`config.mk`:
```
export PLATFORM = sky130hd
export DESIGN_NAME = alu_cmd_driver
export DESIGN_NICKNAME = d
export VERILOG_FILES = /design/src/rtl/alu_cmd_driver.sv
export SDC_FILE = /design/constraint.sdc
export NUM_CORES = 1
export LEC_CHECK = 0
export CAP_MARGIN = 0
export CORE_UTILIZATION = 35
export DETAILED_ROUTE_END_ITERATION = 12
export GPL_ROUTABILITY_DRIVEN = 0
export MAX_ROUTING_LAYER = met4
export SYNTH_ARGS = -nofsm -noshare
export SYNTH_HDL_FRONTEND = slang
export SYNTH_SLANG_ARGS = --single-unit
```
`constraint.sdc`:
```
create_clock -name clk -period 4.54 [get_ports clk]
set_input_delay 0.454 -clock clk [delete_from_list [all_inputs] [get_ports clk]]
set_output_delay 0.454 -clock clk [all_outputs]
set_load 0.03 [all_outputs]
```
`src/rtl/alu_cmd_driver.sv`:
```
// alu_cmd_driver: host-side initiator for the 4-bit TT ALU tile.
// Takes one {a,b,op} command at a time, drives the ALU pins, waits out the
// ALU's registered latency, captures result and flags, and returns them on a
// response channel. ENC (op 8) results are decrypted with the shared key and
// checked against the launched operands.
//
// Handshakes: a transfer happens on a rising clk edge where valid and ready
// are both 1. cmd_ready and rsp_valid are registered; the payload on either
// channel must be held stable by its source while valid=1 and ready=0.
module alu_cmd_driver #(
   parameter int unsigned ALU_LATENCY = 1,
   parameter logic [7:0]  ENC_KEY     = 8'hAB
) (
   input  logic       clk,
   input  logic       rst,
   input  logic       cmd_valid,
   output logic       cmd_ready,
   input  logic [3:0] cmd_a,
   input  logic [3:0] cmd_b,
   input  logic [3:0] cmd_op,
   output logic [7:0] alu_ui,
   output logic [7:0] alu_uio,
   input  logic [7:0] alu_uo,
   input  logic [1:0] alu_flags,
   output logic       rsp_valid,
   input  logic       rsp_ready,
   output logic [7:0] rsp_result,
   output logic       rsp_carry,
   output logic       rsp_ovf,
   output logic [3:0] rsp_op,
   output logic [3:0] rsp_tag,
   output logic [7:0] rsp_plain,
   output logic       rsp_enc_ok,
   output logic       rsp_illegal,
   output logic [1:0] dbg_state
);

   localparam logic [2:0] LAT_LOAD = 3'(ALU_LATENCY);
   localparam logic [3:0] OP_ENC   = 4'h8;

   typedef enum logic [1:0] {
      S_IDLE = 2'd0,
      S_WAIT = 2'd1,
      S_RESP = 2'd2
   } state_t;

   state_t     state;
   logic [2:0] wait_cnt;
   logic [3:0] tag_cnt;

   // Decode of the launched command, evaluated against the live ALU output
   logic [3:0] launched_op;
   logic       is_enc;
   logic [7:0] plain_now;

   assign launched_op = alu_uio[3:0];
   assign is_enc      = (launched_op == OP_ENC);
   assign plain_now   = is_enc ? (alu_uo ^ ENC_KEY) : 8'h00;
   assign dbg_state   = state;

   // Command FSM: launch, wait out ALU latency, capture, hold until accepted
   always_ff @(posedge clk or posedge rst) begin
      if (rst) begin
         state       <= S_IDLE;
         cmd_ready   <= 1'b1;
         rsp_valid   <= 1'b0;
         alu_ui      <= 8'h00;
         alu_uio     <= 8'h00;
         wait_cnt    <= 3'd0;
         tag_cnt     <= 4'd0;
         rsp_result  <= 8'h00;
         rsp_carry   <= 1'b0;
         rsp_ovf     <= 1'b0;
         rsp_op      <= 4'h0;
         rsp_tag     <= 4'h0;
         rsp_plain   <= 8'h00;
         rsp_enc_ok  <= 1'b0;
         rsp_illegal <= 1'b0;
      end else begin
         case (state)
            S_IDLE: begin
               if (cmd_valid) begin
                  alu_ui    <= {cmd_a, cmd_b};
                  alu_uio   <= {4'b0000, cmd_op};
                  wait_cnt  <= LAT_LOAD;
                  cmd_ready <= 1'b0;
                  state     <= S_WAIT;
               end
            end
            S_WAIT: begin
               if (wait_cnt != 3'd0) begin
                  wait_cnt <= wait_cnt - 3'd1;
               end else begin
                  rsp_result  <= alu_uo;
                  rsp_carry   <= alu_flags[0];
                  rsp_ovf     <= alu_flags[1];
                  rsp_op      <= launched_op;
                  rsp_tag     <= tag_cnt;
                  rsp_plain   <= plain_now;
                  rsp_enc_ok  <= is_enc && (plain_now == alu_ui);
                  rsp_illegal <= (launched_op > OP_ENC);
                  tag_cnt     <= tag_cnt + 4'd1;
                  rsp_valid   <= 1'b1;
                  state       <= S_RESP;
               end
            end
            S_RESP: begin
               if (rsp_ready) begin
                  rsp_valid <= 1'b0;
                  cmd_ready <= 1'b1;
                  state     <= S_IDLE;
               end
            end
            default: begin
               rsp_valid <= 1'b0;
               cmd_ready <= 1'b1;
               state     <= S_IDLE;
            end
         endcase
      end
   end

endmodule
```
==> impl_metrics.py, run 1 <==
# Physical implementation metrics
metrics = {
    "status": {
        "status": "completed",
    },
    "critical_path": {
        "crit_required_ns": 4.09,
        "cp_max_fo": 13,
        "worstPathArrival_ns": 1.71,
        "path_depth": 1,
        "crit_end": "dbg_state[0]",
    },
    "die": {
        "die_area_um2": 6720,
        "rows": 28,
        "fp_util": 0.369,
    },
    "logic_synthesis": {
        "ys.flop_type": "dfrtp_1",
        "ys_warn_count": 0,
        "syn_inst": 204,
        "yosys_area_um2": 2240,
    },
    "sta": {
        "worst_slew_pin_slew_ns": 0.672,
        "period_minus_slack_ns": 2.16,
        "skew_ns": 0.00223,
        "slew_viol_final": 0,
        "finalSetupViolations": 0,
        "fin_setup_tns_ns": 0,
        "finalCritPeriodShare": 0.476,
        "finalHoldViolCount": 0,
    },
    "detailed_routing": {
        "drt_iter0_drc": 57,
        "detail_route.vias_per_cell": 4.60,
        "drt_pre_antenna_iters": 2,
    },
    "clocking": {
        "clock-sinks": 51,
        "htreeDepth": 2,
        "clock_path_buffers": 2,
    },
    "final_layout": {
        "stdcell_count": 347,
        "drive_gt1_frac": 0.0993,
        "nFillCells": 576,
        "syn2layout_area_growth_pct": 36.2,
        "fin_nets": 301,
    },
    "worst_hold_path": {
        "holdPathStages": 2,
        "hold_class": "reg2reg",
    },
    "global_routing": {
        "grt_max_degree": 52,
        "antenna_found_initial": 0,
    },
    "place": {
        "portBuffers": 69,
    },
}
## run 1: sequential cells by signal, summed over array words and instances, names as in the netlist
name	flops
rsp_valid	1
rsp_carry	1
rsp_ovf	1
rsp_enc_ok	1
rsp_result	8
rsp_plain	8
alu_uio	4
alu_ui	8
tag_cnt	4
cmd_ready	1
wait_cnt	3
rsp_tag	4
rsp_op	4
rsp_illegal	1
dbg_state	2
## run 1: Yosys cell counts, types with 2 or more instances
cell | instances | area [um2]
buf_6 | 4 | 45.0
inv_1 | 6 | 22.5
or4b_1 | 2 | 20.0
a22o_1 | 3 | 26.3
dfrtp_1 | 50 | 1250
nand3_1 | 3 | 15.0
nor2_1 | 3 | 11.3
o21ai_0 | 2 | 10.0
nand4_1 | 2 | 12.5
buf_2 | 4 | 20.0
xnor2_1 | 6 | 52.6
ha_1 | 3 | 37.5
nand2_1 | 67 | 251
o21ai_1 | 5 | 25.0
a21oi_1 | 3 | 15.0
mux2_2 | 11 | 124
nand2b_1 | 2 | 12.5
xor2_1 | 5 | 43.8
buf_4 | 6 | 45.0
## run 1: per-stage QoR
| step | setup slack (ns) | area (um2) | power (mW) | hold WS [ns] |
|---|---|---|---|---|
| 2_1_floorplan | 2.86 | 2250 | 1.64 | 0.445 |
| 3_3_place_gp | 2.43 | 2950 | 2.09 | 0.456 |
| 3_5_place_dp | 2.40 | 2950 | 2.11 | 0.461 |
| 4_1_cts | 2.37 | 3050 | 2.42 | 0.482 |
| 5_1_grt | 2.32 | 3050 | 2.55 | 0.503 |
| 6_report | 2.38 | 3050 | 2.39 | 0.477 |
## run 1: cell type report
class	instances	area share
Sequential cell	51	0.419
Multi-Input combinational cell	136	0.275
Timing Repair Buffer	72	0.234
Tap cell	75	0.0308
Clock buffer	6	0.0238
Clock inverter	1	0.00985
Inverter	6	0.00739
## run 1: report_power, final
group	switching (mW)	leakage (nW)	internal, mW
clock	0.144	0.0513	0.162
combinational	0.685	0.682	0.551
sequential	0.177	0.636	0.667
total	1.01	1.37	1.38
## run 1: metal layers
layer | global-route usage | wire [um]
met2 | 0.235 | 2160
met1 | 0.210 | 2310
met5 | - | 0
met4 | 0.0526 | 48
met3 | 0.0311 | 192
## run 1: kinds of logic after synthesis
kind of cell / Yosys count / synth area share
compound gates: 20 / 0.0626
xor+xnor: 11 / 0.0430
fa+ha+maj: 3 / 0.0168
buf+inv: 20 / 0.0592
flops: 51 / 0.571
mux: 13 / 0.0648
other cells: 1 / 0.00168
simple gates: 85 / 0.181
## run 1: placed cells by master (no fill, tap or decap), types with 2 or more instances in the layout
cell type / count
a21oi_1: 3
a22o_1: 3
buf_4: 3
clkbuf_8: 5
clkdlybuf4s50_1: 69
conb_1: 4
dfrtp_1: 50
ha_1: 3
inv_1: 5
mux2_2: 11
nand2_1: 67
nand2b_1: 2
nand3_1: 3
nand4_1: 2
nor2_1: 3
o21ai_0: 2
o21ai_1: 5
or4b_1: 2
xnor2_1: 6
xor2_1: 5
Run 1, the metal 1 layer:
Drawn at 6 px/um. Supply wires on this layer in grey. Cells faint in the background.
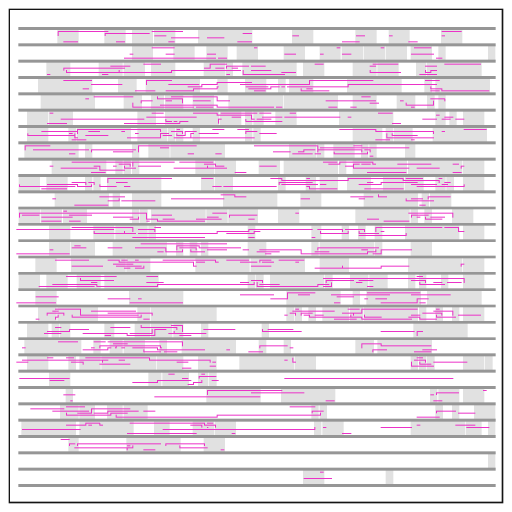
254 nets have wire on it. The layer carries 2310 um of wire. The wires run mostly horizontal. The longest straight run is 28.1 um.
met1 global-route usage: 0.210
Total Routed Length: 4.71 mm
via count: 1595

Run 1, sequential cells coloured by netlist name:
Drawn at 6 px/um. Other sequential cells in the stronger grey, the rest of the logic in the fainter grey.
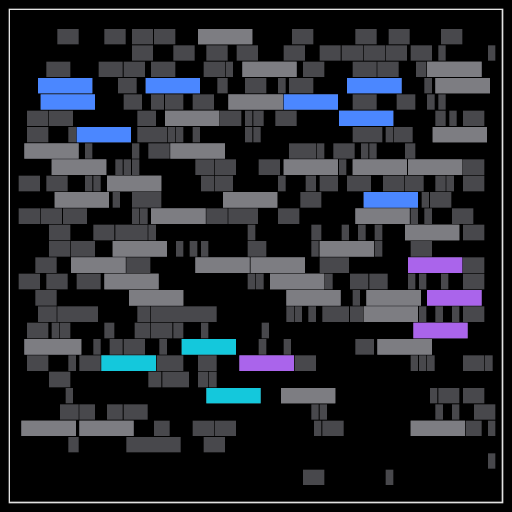
Blue is alu_ui, flops 8. Purple is rsp_tag, flops 4. Cyan is wait_cnt, flops 3.
Another 36 sequential cells are not coloured.
Register Area: 1280 um2
Seq. pwr: 0.844 mW
post-layout util: 0.503
Seq area share: 0.419

Run 1, routing congestion:
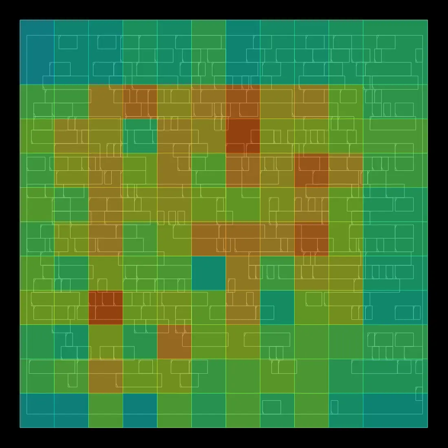
met3 Use GR: 0.0311
busiest layer in global routing: met2
Wirelength per Cell: 13.6 um
GRT Total Usage: 0.156
met2 usage: 0.235

--- run 2 (diff from run 1) ---
==> constraint.sdc (replaced) <==
create_clock -name clk -period 2.2 [get_ports clk]
set_input_delay 0.22 -clock clk [delete_from_list [all_inputs] [get_ports clk]]
set_output_delay 0.22 -clock clk [all_outputs]
set_load 0.03 [all_outputs]
Run 2, routing congestion:
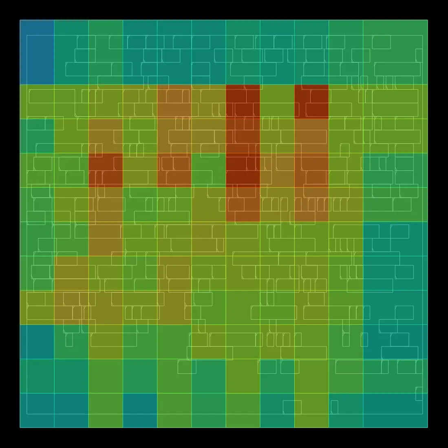
post-layout util: 0.510
GRT Total Usage: 0.157
met3 Use GR: 0.0267
met1 global-route usage: 0.215

Run 2, M3 wires:
Drawn at 4 px/um. Cells faint in the background.
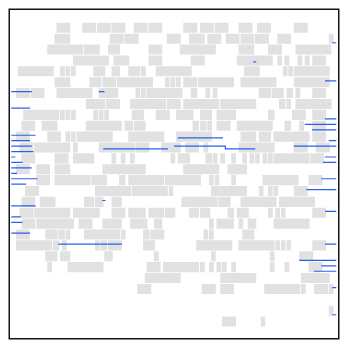
The layer carries 199 um of wire. The layer holds 4.2% of the routed length. The wires run mostly horizontal. 37 nets have wire on it.
Total Routed Length: 4.79 mm
via count: 1584

Run 2, sequential cells coloured by netlist name:
Drawn at 6 px/um. Other sequential cells in the stronger grey, the rest of the logic in the fainter grey.
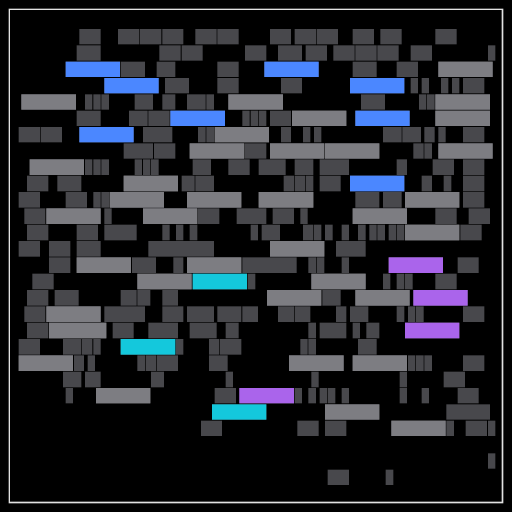
Blue is alu_ui, flops 8. Cyan is wait_cnt, flops 3. Purple is rsp_tag, flops 4.
Another 36 sequential cells are not coloured.
Seq area share: 0.413
Seq. pwr: 1.75 mW

==> run 2 against run 1 <==
Compared with the run above: non-clock buffer count up 2; highest routed layer unchanged; largest cell class unchanged; first-iteration DRC count up 7.0%; utilization up 0.70 points; critical path depth unchanged.
==> impl_metrics.py, run 2 <==
# Physical implementation metrics
metrics = {
    "critical_path": {
        "cp_max_fo": 12,
        "crit_required_ns": 1.98,
    },
    "place": {
        "dpl_worst_slack_ns": 0.504,
    },
    "sta": {
        "finalHoldViolCount": 0,
        "fin_ws_ns": 0.295,
        "skew_ns": 0.00529,
        "slew_viol_final": 0,
    },
    "logic_synthesis": {
        "yosysTopAreaCell": "dfrtp_1",
        "syn_inst": 204,
        "area_leaders": "dfrtp_1 (56%), nand2_1 (11%), mux2_2 (5.5%)",
    },
    "final_layout": {
        "top_regs": "alu_ui (8), rsp_plain (8), rsp_result (8)",
        "syn2layout_area_growth_pct": 38.1,
        "layout_top_cells": "clkdlybuf4s50_1 (69), nand2_1 (67), dfrtp_1 (50), mux2_2 (11)",
        "final_common_cell": "clkdlybuf4s50_1",
    },
    "detailed_routing": {
        "drt_iter0_drc": 61,
        "detail_route.vias_per_cell": 4.53,
    },
    "clocking": {
        "clock-sinks": 51,
    },
    "status": {
        "status": "completed",
    },
    "worst_hold_path": {
        "hold_class": "in2async",
    },
    "die": {
        "die_area_um2": 6720,
    },
}
-- run 2: cell counts after synthesis --
No cell type changed its count.
-- run 2: per-stage QoR --
step	area [um2]	hold slack, ns	power [mW]	util	cells
final	3090	0.276	5.00	0.510	350
after global placement	2970	0.458	4.35	0.491	342
after CTS	3090	0.286	5.06	0.510	350
after floorplan	2250	0.306	3.39	-	207
after detailed placement	2970	0.461	4.37	0.491	342
after global routing	3090	0.302	5.33	0.510	350
-- run 2: how the worst max path moves through the flow --
stage	startpoint	end	slack [ns]	depth (start not counted)
after CTS	dbg_state[1]$_DFFE_PP0P_	dbg_state[1]	0.26	1
after global routing	dbg_state[1]$_DFFE_PP0P_	dbg_state[1]	0.21	1
final	dbg_state[1]$_DFFE_PP0P_	dbg_state[1]	0.29	1
after floorplan	dbg_state[0]$_DFFE_PP0P_	alu_ui[0]$_DFFE_PP0P_	0.65	4
after detailed placement	wait_cnt[0]$_DFFE_PP0P_	rsp_plain[5]$_DFFE_PP0P_	0.50	6
after global placement	cmd_valid	alu_ui[3]$_DFFE_PP0P_	0.58	4
-- run 2: worst register-to-register path, delay by kind of cell, from the launching register on --
kind / cells / cell delay (ns)
AND/OR/NAND/NOR: 2 / 0.48
flip-flops: 1 / 0.41
buffers and inverters: 2 / 0.33
adder cells (fa/ha/maj): 1 / 0.20
AND-OR/OR-AND: 1 / 0.18
-- run 2: final cells by class --
type                    count  area (um2)  area share
clock buffers               6        82.6      0.0267
well taps                  75        93.8      0.0304
multi-input cells         136         840       0.272
inverters                   6        22.5     0.00728
repair buffers             74         741       0.240
clock inverters             2        35.0      0.0113
flip-flops and latches     51        1280       0.413
-- run 2: logic make-up (layout without fill, tap and decap cells) --
logic type,count (synthesis),count (layout)
and+or+nand+nor,85,85
DFF,51,51
AOI/OAI and AO/OA,20,20
buffers and inverters,20,88
muxes,13,13
xor gates and xnor gates,11,11
adders and majority gates,3,3
other,1,4
-- run 2: report_power, final --
group / switching (mW) / leakage [nW] / internal (mW) / total, mW
Combinational: 1.42 / 0.697 / 1.15 / 2.57
Clock: 0.309 / 0.0612 / 0.368 / 0.678
Sequential: 0.378 / 0.636 / 1.38 / 1.75
Total: 2.10 / 1.39 / 2.90 / 5.00
-- run 2: per-layer routing --
layer | global-route usage | wire (um) | vias up | part of all wire
met2 | 0.234 | 2210 | 43 | 0.46
met5 | - | 0 | - | 0
met3 | 0.0267 | 199 | 5 | 0.042
li1 | - | - | 796 | -
met4 | 0.0526 | 48 | 0 | 0.010
met1 | 0.215 | 2330 | 740 | 0.49
Power figures rest on the tool's default switching activity, not on a simulated workload.
